==> images/flops_by_reg.png <==
Other sequential cells in the stronger grey, the rest of the logic in the fainter grey.
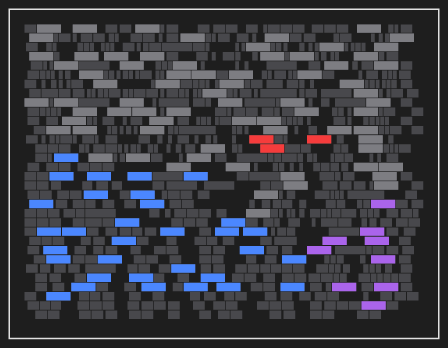
==> images/congestion.png <==
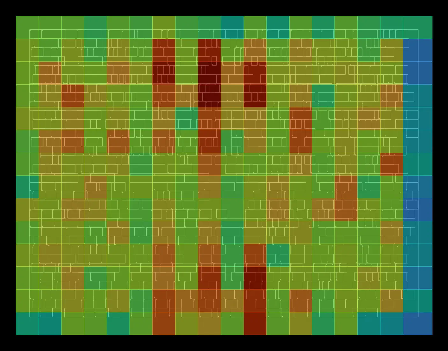
==> images/layer_met2.png <==
Cells faint in the background.
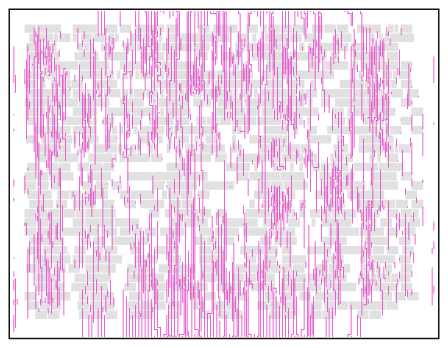
==> images/layer_met1.png <==
Supply wires on this layer in grey. Cells faint in the background.
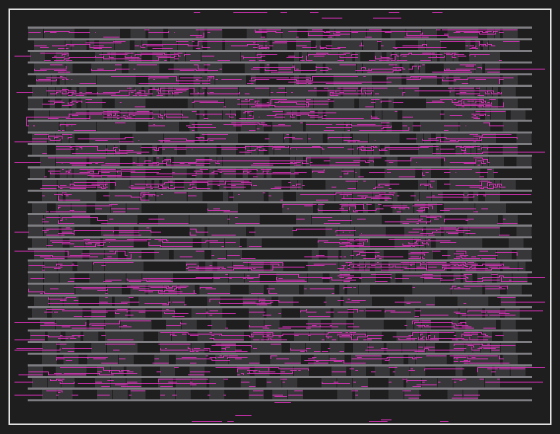
### config.mk
export PLATFORM = sky130hd
export DESIGN_NAME = ram_arbiter
export DESIGN_NICKNAME = d
export VERILOG_FILES = /design/src/rtl/ram_arbiter.sv
export SDC_FILE = /design/constraint.sdc
export NUM_CORES = 1
export LEC_CHECK = 0
export CORE_ASPECT_RATIO = 0.75
export CORE_MARGIN = 4
export CORE_UTILIZATION = 43
export DETAILED_ROUTE_END_ITERATION = 10
export PLACE_DENSITY_LB_ADDON = 0.05
export SYNTH_ARGS = -nofsm -noshare
export SYNTH_HDL_FRONTEND = slang
export SYNTH_SLANG_ARGS = --single-unit
### constraint.sdc
create_clock -name Clock -period 4 [get_ports Clock]
set_clock_uncertainty 0.05 [all_clocks]
set_input_delay 0.8 -clock Clock [delete_from_list [all_inputs] [get_ports Clock]]
set_output_delay 0.8 -clock Clock [all_outputs]
set_load 0.02 [all_outputs]
### src/rtl/ram_arbiter.sv
// Two-port (CPU/DMA) round-robin arbiter in front of a single-port RAM with
// fixed read latency; one transaction at a time through IDLE/ISSUE/WAIT/RESP.
module ram_arbiter #(
  parameter int ADDR_W = 9,
  parameter int DATA_W = 32,
  parameter int RD_LAT = 1
) (
  input  logic              Clock,
  input  logic              Reset,
  input  logic              cpu_req,
  input  logic              cpu_we,
  input  logic [ADDR_W-1:0] cpu_addr,
  input  logic [DATA_W-1:0] cpu_wdata,
  output logic [DATA_W-1:0] cpu_rdata,
  output logic              cpu_done,
  input  logic              dma_req,
  input  logic              dma_we,
  input  logic [ADDR_W-1:0] dma_addr,
  input  logic [DATA_W-1:0] dma_wdata,
  output logic [DATA_W-1:0] dma_rdata,
  output logic              dma_done,
  output logic              busy,
  output logic [ADDR_W-1:0] ram_addr,
  output logic [DATA_W-1:0] ram_data,
  output logic              ram_wren,
  input  logic [DATA_W-1:0] ram_q,
  output logic [1:0]        dbg_state
);

  // Handshake: a requester raises req with we/addr/wdata valid and holds req
  // until its one-cycle done; the command is captured on the granting edge,
  // so later changes to we/addr/wdata do not affect the transaction.

  typedef enum logic [1:0] {
    IDLE  = 2'd0,
    ISSUE = 2'd1,
    WAIT  = 2'd2,
    RESP  = 2'd3
  } state_t;

  state_t     state;
  logic       gnt_dma;
  logic       last_dma;
  logic       lat_we;
  logic [2:0] cnt;
  logic       pick_dma;

  // DMA wins when alone, or on a tie when the CPU was served last.
  always_comb begin
    pick_dma = dma_req && (!cpu_req || !last_dma);
  end

  assign busy      = (state != IDLE);
  assign dbg_state = state;

  always_ff @(posedge Clock) begin
    if (Reset) begin
      state     <= IDLE;
      gnt_dma   <= 1'b0;
      last_dma  <= 1'b1;
      lat_we    <= 1'b0;
      cnt       <= 3'd0;
      cpu_done  <= 1'b0;
      dma_done  <= 1'b0;
      cpu_rdata <= '0;
      dma_rdata <= '0;
      ram_addr  <= '0;
      ram_data  <= '0;
      ram_wren  <= 1'b0;
    end else begin
      cpu_done <= 1'b0;
      dma_done <= 1'b0;
      case (state)
        IDLE: begin
          if (cpu_req || dma_req) begin
            gnt_dma  <= pick_dma;
            last_dma <= pick_dma;
            lat_we   <= pick_dma ? dma_we : cpu_we;
            ram_addr <= pick_dma ? dma_addr : cpu_addr;
            ram_data <= pick_dma ? dma_wdata : cpu_wdata;
            ram_wren <= pick_dma ? dma_we : cpu_we;
            state    <= ISSUE;
          end
        end
        ISSUE: begin
          cnt      <= 3'(RD_LAT);
          ram_wren <= 1'b0;
          ram_data <= '0;
          if (lat_we) begin
            ram_addr <= '0;
            cpu_done <= !gnt_dma;
            dma_done <= gnt_dma;
            state    <= RESP;
          end else begin
            state <= WAIT;
          end
        end
        WAIT: begin
          cnt <= cnt - 3'd1;
          // Final wait edge: ram_q is valid now for the address issued earlier.
          if (cnt == 3'd1) begin
            if (gnt_dma) dma_rdata <= ram_q;
            else         cpu_rdata <= ram_q;
            ram_addr <= '0;
            cpu_done <= !gnt_dma;
            dma_done <= gnt_dma;
            state    <= RESP;
          end
        end
        RESP: begin
          state <= IDLE;
        end
        default: begin
          state <= IDLE;
        end
      endcase
    end
  end

endmodule

==> GITHUB_STEP_SUMMARY <==
### Metrics collected by this job

| Metric | Value |
|---|---|
| Commonest Layout Cell | clkdlybuf4s50_1 |
| Worst reg2reg setup slack | 1.88 ns |
| # clk buffers | 22 |
| Syn nets | 630 |
| Fin area | 7500 um^2 |
| Diode count | 0 |
| Hold Path Class | reg -> reg |
| Registers, synthesis | 116 |
| Final net count | 849 |
| GR Overflow Total | 0 |
| Fin crit period | 2.84 ns |
| R2r endpoint | cpu_rdata[24] |
| Adder Share, Synth | 1.67% |
| Logic area | 2020 um^2 |
| Critical path, cell by cell | inv_1 > ha_1 > inv_1 > clkdlybuf4s50_1 |
| CP endpoint | busy |
| Crit-path slowest cell | clkdlybuf4s50_1 |
| H-tree Lvls | 4 |
| Clock power share | 35.7% |
| Critical path data arrival time | 1.99 ns |
| Distinct lib cells used | 30 |
| Cell Area, Synth | 4500 um^2 |
| Final Power | 4290 uW |
| DR iter-0 viols | 210 |
| Synth Seq Share | 51.6% |
| Pleak | 0.00268 uW |
| Routed met3 length | 1440 um |
| Pins Over Slew Limit | 0 |
| Hold_ws | 0.401 ns |
| Setup crit start | dbg_state[0] |
| DRT antenna net count | 0 |
| Min-delay src | dma_rdata[21] |
| Final setup vio count | 0 |
| Antenna violations before repair | 0 |
| Worst setup EP type | primary output |
| Worst r2r src | dbg_state[0] |
| Final period util | 70.9% |
| Crit path kind | reg -> out |
| Hold Path End | dma_rdata[21] |
| Synth top area cells | dfxtp_1, nand2_1, mux2i_1, a21oi_1, o2bb2ai_1 |
| CP required | 3.15 ns |
| Peak VDD IR | 0.000358 V |
| Core footprint | 10,200 um^2 |
| FP Util | 43.9% |
| Gpl congestion | 0.772 |
| Area of the die | 12,200 um^2 |
| Rows | 32 |
| Setup crit start kind | flop |
| DP HPWL | 9930 um |
| Count leader, synth | nand2_1 |
| Filler instances | 767 |
| First-pass GRT wire length | 22,200 um |
| Mean Syn Cell Area | 8.93 um^2 |
| Commonest cells post-synth | nand2_1, dfxtp_1, a21oi_1, mux2i_1, o2bb2ai_1 |
| CTS resizes | 0 |
| Post-synth EDFFs | 0 |
| Register share of total power | 33.7% |
| Signal buffers | 237 |
| Highest clock rate | 353 MHz |
| Highest routed layer | met4 |
| Outcome | finished clean |
| Post-placement cell count | 840 |
| Slowest stage delay, CP | 0.62 ns |
| Critical path depth in cells | 4 |
| Die height | 96.6 um |
| Clock transition at the registers of the reported paths | 0.05 ns |
| Worst slack at placement | 1.26 ns |
| Metal2 WL | 6900 um |
About flops_by_reg.png:
Key: purple = `ram_addr` [sequential cells 9, where south-east]; red = `cnt` [sequential cells 3]; blue = `ram_data` [sequential cells 32]
Another 72 sequential cells are not coloured.
Seq area share: 31.0%
fin util: 73.2%
seq pwr: 1450 uW
Storage cell area: 2320 um^2

About congestion.png:
GR met1 Demand/Resource: 24.4%
Avg WL per Cell: 16.0 um
grt met2 use: 38.5%
met3 Use GR: 11.4%

About layer_met2.png:
The layer holds 49% of the routed length. The wires run mostly vertical. The layer carries 6,900 um of wire. 714 nets have wire on it.
Vias: 4,351
Routed WL: 14,000 um

About layer_met1.png:
The longest straight run is 32.2 um. The layer holds 38% of the routed length. 740 nets have wire on it.

No activity file was given, so power comes from the tool's default toggle rates.
